==> src/rtl/seq_alu_if.sv <==
// rtl/seq_alu_if.sv - EX-stage request/result bundle for seq_alu
interface seq_alu_if #(
   parameter int WIDTH = 32
);
   logic             start;
   logic [3:0]       op;
   logic [WIDTH-1:0] busA;
   logic [WIDTH-1:0] busB;
   logic             busy;
   logic             done;
   logic [WIDTH-1:0] result;
   logic             zero;
   logic [WIDTH-1:0] hi;
   logic [WIDTH-1:0] lo;

   modport master (
      output start, op, busA, busB,
      input  busy, done, result, zero, hi, lo
   );

   modport slave (
      input  start, op, busA, busB,
      output busy, done, result, zero, hi, lo
   );
endinterface

==> src/rtl/seq_alu.sv <==
// rtl/seq_alu.sv - multi-cycle ALU, iterative MULT/DIV into HI/LO; divider built only with SEQ_ALU_DIV_EN
module seq_alu #(
   parameter int WIDTH = 32,
   parameter int SHW   = $clog2(WIDTH)
) (
   input logic      clk,
   input logic      rst,
   seq_alu_if.slave bus
);
   localparam logic [3:0] OP_ADD   = 4'h0;
   localparam logic [3:0] OP_SUB   = 4'h1;
   localparam logic [3:0] OP_AND   = 4'h2;
   localparam logic [3:0] OP_OR    = 4'h3;
   localparam logic [3:0] OP_SLT   = 4'h4;
   localparam logic [3:0] OP_SLTU  = 4'h5;
   localparam logic [3:0] OP_XOR   = 4'h6;
   localparam logic [3:0] OP_NOR   = 4'h7;
   localparam logic [3:0] OP_SLL   = 4'h8;
   localparam logic [3:0] OP_SRL   = 4'h9;
   localparam logic [3:0] OP_SRA   = 4'hA;
   localparam logic [3:0] OP_MULT  = 4'hB;
   localparam logic [3:0] OP_MULTU = 4'hC;
   localparam logic [3:0] OP_DIV   = 4'hD;
   localparam logic [3:0] OP_DIVU  = 4'hE;
   localparam logic [3:0] OP_MFHI  = 4'hF;

   typedef enum logic [1:0] {
      S_IDLE = 2'd0,
      S_ITER = 2'd1,
      S_FIN  = 2'd2
   } state_t;

   state_t           state_q, state_d;
   // Accepted request waiting one cycle before execution
   logic             req_q, req_d;
   logic [3:0]       op_q, op_d;
   logic [WIDTH-1:0] a_q, a_d, b_q, b_d;
   // Iteration registers: acc = product high half / partial remainder,
   // wrk = multiplier / dividend-then-quotient, m = multiplicand / divisor
   logic [WIDTH-1:0] acc_q, acc_d, wrk_q, wrk_d, m_q, m_d;
   logic [SHW-1:0]   cnt_q, cnt_d;
   logic             neg_q, neg_d;
`ifdef SEQ_ALU_DIV_EN
   logic             div_q, div_d, rneg_q, rneg_d;
`endif
   logic [WIDTH-1:0] hi_q, hi_d, lo_q, lo_d, res_q, res_d;
   logic             zero_q, zero_d, done_q, done_d;

   logic             is_mult, is_div, is_signed, go_iter, accept;
   logic [WIDTH-1:0] mag_a, mag_b, alu_res;
   logic [SHW-1:0]   shamt;
   logic [WIDTH:0]   mul_sum;
   logic [2*WIDTH-1:0] prod, prod_neg;

   assign is_mult   = (op_q == OP_MULT) || (op_q == OP_MULTU);
`ifdef SEQ_ALU_DIV_EN
   assign is_div    = (op_q == OP_DIV) || (op_q == OP_DIVU);
`else
   assign is_div    = 1'b0;
`endif
   assign is_signed = (op_q == OP_MULT) || (op_q == OP_DIV);
   assign go_iter   = req_q && (is_mult || (is_div && (b_q != '0)));
   // A pending iterative request blocks the slot even though busy is still low
   assign accept    = bus.start && (state_q == S_IDLE) && !go_iter;
   assign mag_a     = (is_signed && a_q[WIDTH-1]) ? -a_q : a_q;
   assign mag_b     = (is_signed && b_q[WIDTH-1]) ? -b_q : b_q;
   assign shamt     = b_q[SHW-1:0];
   assign mul_sum   = {1'b0, acc_q} + {1'b0, (wrk_q[0] ? m_q : {WIDTH{1'b0}})};
   assign prod      = {acc_q, wrk_q};
   assign prod_neg  = -prod;

`ifdef SEQ_ALU_DIV_EN
   logic [WIDTH:0]   div_shift;
   logic [WIDTH+1:0] div_diff;
   assign div_shift = {acc_q, wrk_q[WIDTH-1]};
   assign div_diff  = {1'b0, div_shift} - {2'b00, m_q};
`endif

   // Single-cycle result for the pending request
   always_comb begin
      alu_res = '0;
      case (op_q)
         OP_ADD:  alu_res = a_q + b_q;
         OP_SUB:  alu_res = a_q - b_q;
         OP_AND:  alu_res = a_q & b_q;
         OP_OR:   alu_res = a_q | b_q;
         OP_SLT:  alu_res = {{(WIDTH-1){1'b0}}, ($signed(a_q) < $signed(b_q))};
         OP_SLTU: alu_res = {{(WIDTH-1){1'b0}}, (a_q < b_q)};
         OP_XOR:  alu_res = a_q ^ b_q;
         OP_NOR:  alu_res = ~(a_q | b_q);
         OP_SLL:  alu_res = a_q << shamt;
         OP_SRL:  alu_res = a_q >> shamt;
         OP_SRA:  alu_res = $signed(a_q) >>> shamt;
         OP_MFHI: alu_res = hi_q;
`ifdef SEQ_ALU_DIV_EN
         OP_DIV, OP_DIVU: alu_res = '1;
`endif
         default: alu_res = '0;
      endcase
   end

   // Next-state, iteration step and result write-back
   always_comb begin
      state_d = state_q;
      req_d   = accept;
      op_d    = op_q;
      a_d     = a_q;
      b_d     = b_q;
      acc_d   = acc_q;
      wrk_d   = wrk_q;
      m_d     = m_q;
      cnt_d   = cnt_q;
      neg_d   = neg_q;
`ifdef SEQ_ALU_DIV_EN
      div_d   = div_q;
      rneg_d  = rneg_q;
`endif
      hi_d    = hi_q;
      lo_d    = lo_q;
      res_d   = res_q;
      zero_d  = zero_q;
      done_d  = 1'b0;
      if (accept) begin
         op_d = bus.op;
         a_d  = bus.busA;
         b_d  = bus.busB;
      end
      case (state_q)
         S_IDLE: begin
            if (go_iter) begin
               state_d = S_ITER;
               cnt_d   = '0;
               acc_d   = '0;
               neg_d   = is_signed && (a_q[WIDTH-1] ^ b_q[WIDTH-1]);
               wrk_d   = mag_b;
               m_d     = mag_a;
`ifdef SEQ_ALU_DIV_EN
               div_d   = is_div;
               rneg_d  = is_signed && a_q[WIDTH-1];
               if (is_div) begin
                  wrk_d = mag_a;
                  m_d   = mag_b;
               end
`endif
            end else if (req_q) begin
               res_d  = alu_res;
               zero_d = (alu_res == '0);
               done_d = 1'b1;
`ifdef SEQ_ALU_DIV_EN
               // Only a zero divisor reaches here for DIV/DIVU
               if (is_div) begin
                  hi_d = a_q;
                  lo_d = '1;
               end
`endif
            end
         end
         S_ITER: begin
            cnt_d = cnt_q + 1'b1;
            if (&cnt_q) state_d = S_FIN;
            acc_d = mul_sum[WIDTH:1];
            wrk_d = {mul_sum[0], wrk_q[WIDTH-1:1]};
`ifdef SEQ_ALU_DIV_EN
            if (div_q) begin
               if (!div_diff[WIDTH+1]) begin
                  acc_d = div_diff[WIDTH-1:0];
                  wrk_d = {wrk_q[WIDTH-2:0], 1'b1};
               end else begin
                  acc_d = div_shift[WIDTH-1:0];
                  wrk_d = {wrk_q[WIDTH-2:0], 1'b0};
               end
            end
`endif
         end
         S_FIN: begin
            state_d = S_IDLE;
            done_d  = 1'b1;
            hi_d    = neg_q ? prod_neg[2*WIDTH-1:WIDTH] : prod[2*WIDTH-1:WIDTH];
            lo_d    = neg_q ? prod_neg[WIDTH-1:0] : prod[WIDTH-1:0];
`ifdef SEQ_ALU_DIV_EN
            if (div_q) begin
               lo_d = neg_q ? -wrk_q : wrk_q;
               hi_d = rneg_q ? -acc_q : acc_q;
            end
`endif
            res_d  = lo_d;
            zero_d = (lo_d == '0);
         end
         default: state_d = S_IDLE;
      endcase
   end

   // State and datapath registers; reset aborts any op in flight
   always_ff @(posedge clk) begin
      if (rst) begin
         state_q <= S_IDLE;
         req_q   <= 1'b0;
         op_q    <= '0;
         a_q     <= '0;
         b_q     <= '0;
         acc_q   <= '0;
         wrk_q   <= '0;
         m_q     <= '0;
         cnt_q   <= '0;
         neg_q   <= 1'b0;
`ifdef SEQ_ALU_DIV_EN
         div_q   <= 1'b0;
         rneg_q  <= 1'b0;
`endif
         hi_q    <= '0;
         lo_q    <= '0;
         res_q   <= '0;
         zero_q  <= 1'b1;
         done_q  <= 1'b0;
      end else begin
         state_q <= state_d;
         req_q   <= req_d;
         op_q    <= op_d;
         a_q     <= a_d;
         b_q     <= b_d;
         acc_q   <= acc_d;
         wrk_q   <= wrk_d;
         m_q     <= m_d;
         cnt_q   <= cnt_d;
         neg_q   <= neg_d;
`ifdef SEQ_ALU_DIV_EN
         div_q   <= div_d;
         rneg_q  <= rneg_d;
`endif
         hi_q    <= hi_d;
         lo_q    <= lo_d;
         res_q   <= res_d;
         zero_q  <= zero_d;
         done_q  <= done_d;
      end
   end

   assign bus.busy   = (state_q != S_IDLE);
   assign bus.done   = done_q;
   assign bus.result = res_q;
   assign bus.zero   = zero_q;
   assign bus.hi     = hi_q;
   assign bus.lo     = lo_q;
endmodule
==> src/flat_wrapper.sv <==
// flat-port wrapper written by rule: the top's interface ports become plain ports
module seq_alu_flat 
#(
   parameter int WIDTH = 32,
   parameter int SHW   = $clog2(WIDTH)
)
  (clk, rst, bus_start, bus_op, bus_busA, bus_busB, bus_busy, bus_done, bus_result, bus_zero, bus_hi, bus_lo);
  seq_alu_if #(.WIDTH(WIDTH)) bus_i ();
  input logic clk;
  input logic rst;
  input wire logic [$bits(bus_i.start)-1:0] bus_start;
  input wire logic [$bits(bus_i.op)-1:0] bus_op;
  input wire logic [$bits(bus_i.busA)-1:0] bus_busA;
  input wire logic [$bits(bus_i.busB)-1:0] bus_busB;
  output wire logic [$bits(bus_i.busy)-1:0] bus_busy;
  output wire logic [$bits(bus_i.done)-1:0] bus_done;
  output wire logic [$bits(bus_i.result)-1:0] bus_result;
  output wire logic [$bits(bus_i.zero)-1:0] bus_zero;
  output wire logic [$bits(bus_i.hi)-1:0] bus_hi;
  output wire logic [$bits(bus_i.lo)-1:0] bus_lo;
  assign bus_i.start = bus_start;
  assign bus_i.op = bus_op;
  assign bus_i.busA = bus_busA;
  assign bus_i.busB = bus_busB;
  assign bus_busy = bus_i.busy;
  assign bus_done = bus_i.done;
  assign bus_result = bus_i.result;
  assign bus_zero = bus_i.zero;
  assign bus_hi = bus_i.hi;
  assign bus_lo = bus_i.lo;
  seq_alu #(.WIDTH(WIDTH), .SHW(SHW)) u_core (.clk(clk), .rst(rst), .bus(bus_i));
endmodule
==> config.mk <==
export PLATFORM = sky130hd
export DESIGN_NAME = seq_alu_flat
export DESIGN_NICKNAME = d
export VERILOG_FILES = /design/src/rtl/seq_alu_if.sv /design/src/rtl/seq_alu.sv /design/src/flat_wrapper.sv
export SDC_FILE = /design/constraint.sdc
export NUM_CORES = 1
export LEC_CHECK = 0
export ABC_AREA = 1
export CAP_MARGIN = 10
export CORE_MARGIN = 10
export CORE_UTILIZATION = 30
export DETAILED_ROUTE_END_ITERATION = 8
export PLACE_DENSITY = 0.48
export SYNTH_ARGS = -nofsm -noshare
export SYNTH_HDL_FRONTEND = slang
export SYNTH_SLANG_ARGS = --single-unit
export TNS_END_PERCENT = 20
==> constraint.sdc <==
create_clock -name clk -period 4.7 [get_ports clk]
set_input_delay 1.41 -clock clk [delete_from_list [all_inputs] [get_ports clk]]
set_output_delay 1.41 -clock clk [all_outputs]
set_load 0.02 [all_outputs]
==> notes.md <==
Results of the implementation run.

The run finished with clean final reports. The die height is 312 um. The total negative slack is 0 ns.

The required arrival time at the worst endpoint is 5.24 ns. The relative max-transition margin came out at 33.9%. Leaving out fill and tap cells, the most frequent cells in the layout are 1290 x sky130_fd_sc_hd__nand2_1, 494 x sky130_fd_sc_hd__inv_1, 486 x sky130_fd_sc_hd__nand3_1, 435 x sky130_fd_sc_hd__nor2_1, 352 x sky130_fd_sc_hd__a21oi_1. Ranked by total cell area, the synthesized netlist is headed by sky130_fd_sc_hd__dfxtp_1 21%, sky130_fd_sc_hd__nand2_1 19%, sky130_fd_sc_hd__nand3_1 9.6%, sky130_fd_sc_hd__inv_1 7.3%, sky130_fd_sc_hd__ha_1 6.9%. Data arrives at the worst endpoint at 4.71 ns. TritonRoute reported its final design rule violation total as 0. The detailed placement HPWL is 127000 um. The switching part of the total is 40.6%. The post-synth tally of flip-flops with integrated enable came out at 0. The post-detailed-route wirelength per cell is 27.2 um. The leakage power summed over all cells is 0.0143 uW.

The number of gates resized after cts came out at 0. The total setup buffers inserted after CTS came out at 0. Detailed-route iteration 0 reported a violation count of 3727. The type of the tightest min-delay check is reg -> reg.

The final timing report lists a hold violation count of 0. In this run the cell area measured after placement is 28400 um2. Buffers outside the clock tree occupy 7.94% of the routed design's cell area. The area of all placed cells without fillers is 29900 um2. The number of warning messages in the yosys log is 0. The mapped netlist covers 25500 um2. The utilization after layout is 35.6%. The worst hold margin is 0.465 ns. The switching component of the power was reported as 3520 uW.

Counting the fill cells in the layout gives 9499. The final timing summary puts the cycle share of the worst path at 88.7%. The cell count after placement came out at 5636.

The post-detailed-route via-to-cell ratio came out at 5.54. The tally of nets with antenna violations remaining after routing came out at 0. The delay of the slowest cell on the worst path is 0.71 ns.

The portion of total power attributed to the clock network is 39.4%. The root cell of the clock tree is sky130_fd_sc_hd__clkbuf_16. Once synthesis finished, the tally of register bits stood at 271.

The most numerous cell type found on the critical path is sky130_fd_sc_hd__nand2_1. Along the worst hold path, the cell count comes to 2. The mux cell area share after synthesis came out at 0%. Across the routed clock network, the largest skew measured is 0.0176 ns. Setup repair after global routing left no endpoint under its margin. The sequential share of power is 28.8%.

The worst-case reg-to-reg setup slack stands at 0.53 ns. The critical path in this run is classified as reg -> reg. The count of instantiated cells in the yosys netlist came out at 4445. The logic depth of the worst setup path including buffers is 18. By count the netlist is led by 1291 x sky130_fd_sc_hd__nand2_1, 495 x sky130_fd_sc_hd__inv_1, 487 x sky130_fd_sc_hd__nand3_1. The worst register-to-register path begins at u_core.a_q[9]$_SDFFE_PP0P_. Routability-driven placement finished with a final weighted congestion of 1.08. The commonest register cell is sky130_fd_sc_hd__dfxtp_1. Among all stages on the critical path, the largest delay is contributed by sky130_fd_sc_hd__dfxtp_1.

Of the total synthesized cell area, the portion taken by AND, OR, NAND and NOR gates is 39.4%. The power per cell area came out at 290 nW/um2. The number of well taps is 1134. The initial antenna violation count is 10. The multi-input logic cell count is 3456. STA classifies the critical path startpoint as a register. The number of H-tree levels is 2. Logic depth along the worst register-to-register path is recorded as 18.

The count of TritonRoute iterations in the first routing pass came out at 8. The routed design could run at a clock period as short as 4.17 ns. The global routing usage summed across all routing layers came out at 30.6%. The count of distinct cell types in the synthesized netlist is 59. The critical path capture point type is a register. According to the floorplan report, the die width is 312 um.
[power groups by stage]
stage	Combinational (uW)	Sequential, uW	Clock [uW]
after floorplan	1480	2520	0
after global placement	2700	2540	0
after detailed placement	2660	2540	0
after CTS	2670	2490	3470
after global routing	2930	2500	3550
final	2760	2500	3420
[layer usage]
layer	vias to the layer above	GRT usage [%]	part of all wire, %
met5	-	0	0.039
met4	10	12.7	4.8
met3	247	6.32	9.2
met2	1538	45.9	42
met1	15100	41.9	44
li1	14800	-	-
[final timing paths]
path,end
worst max-delay path,u_core.bus.zero$_SDFFE_PP1P_
worst min-delay path,u_core.bus.lo[2]$_SDFFE_PP0P_
worst max register to register,u_core.bus.zero$_SDFFE_PP1P_
worst min register to register,u_core.bus.lo[2]$_SDFFE_PP0P_
**Met3 routing**

Scale bar: 100 um.
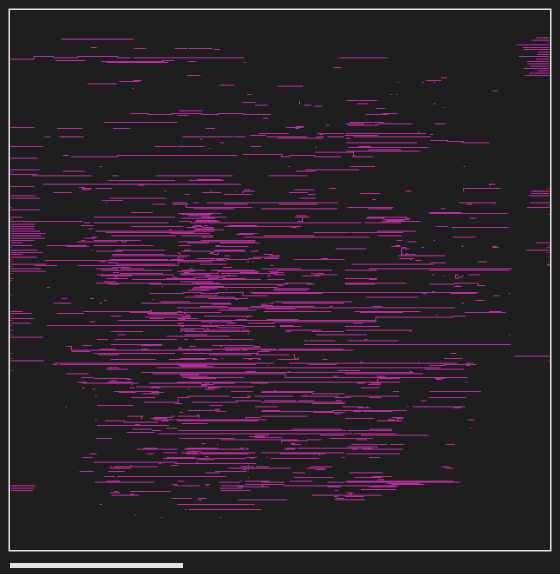
The longest straight run is 163 um. 614 nets have wire on it.
GR met3 Demand/Resource: 6.32%
sum of routed wire length over all layers: 155000 um
total vias in the final route: 31700

**Placed cells, one colour a class**

Fill, decap, tap and diode cells in grey.
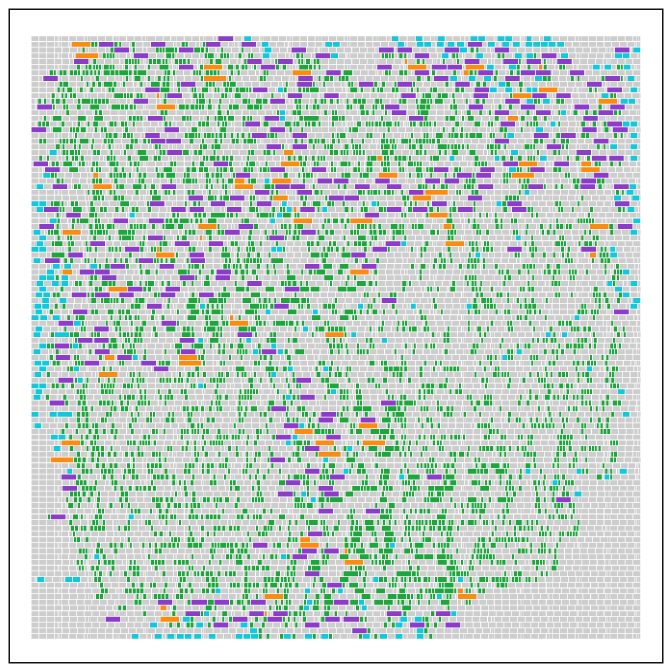
Key: green = remaining logic cells [cells 3974, share of their area 67%]; orange = clock drivers and dummy loads [cells 72, share of their area 5.1%]; cyan = remaining buffers and delay cells [cells 257, share of their area 8.3%]; purple = registers [cells 271, share of their area 19%]
num rows: 106
area of the core: 84000 um2
fraction of standard cell area that is sequential: 18.1%

**Clock wiring as the flow saved it**

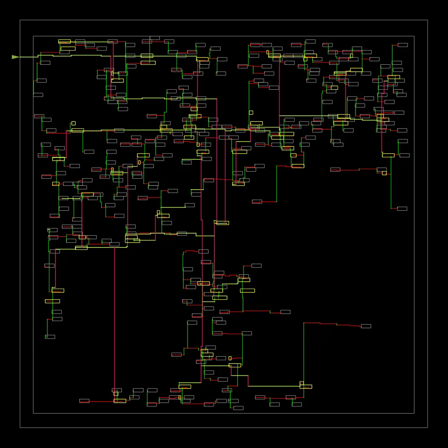
number of clock buffer instances in the layout: 51
Inserted Clock Buffers: 39
layout sequential cell count: 271

Power figures rest on the tool's default switching activity, not on a simulated workload.
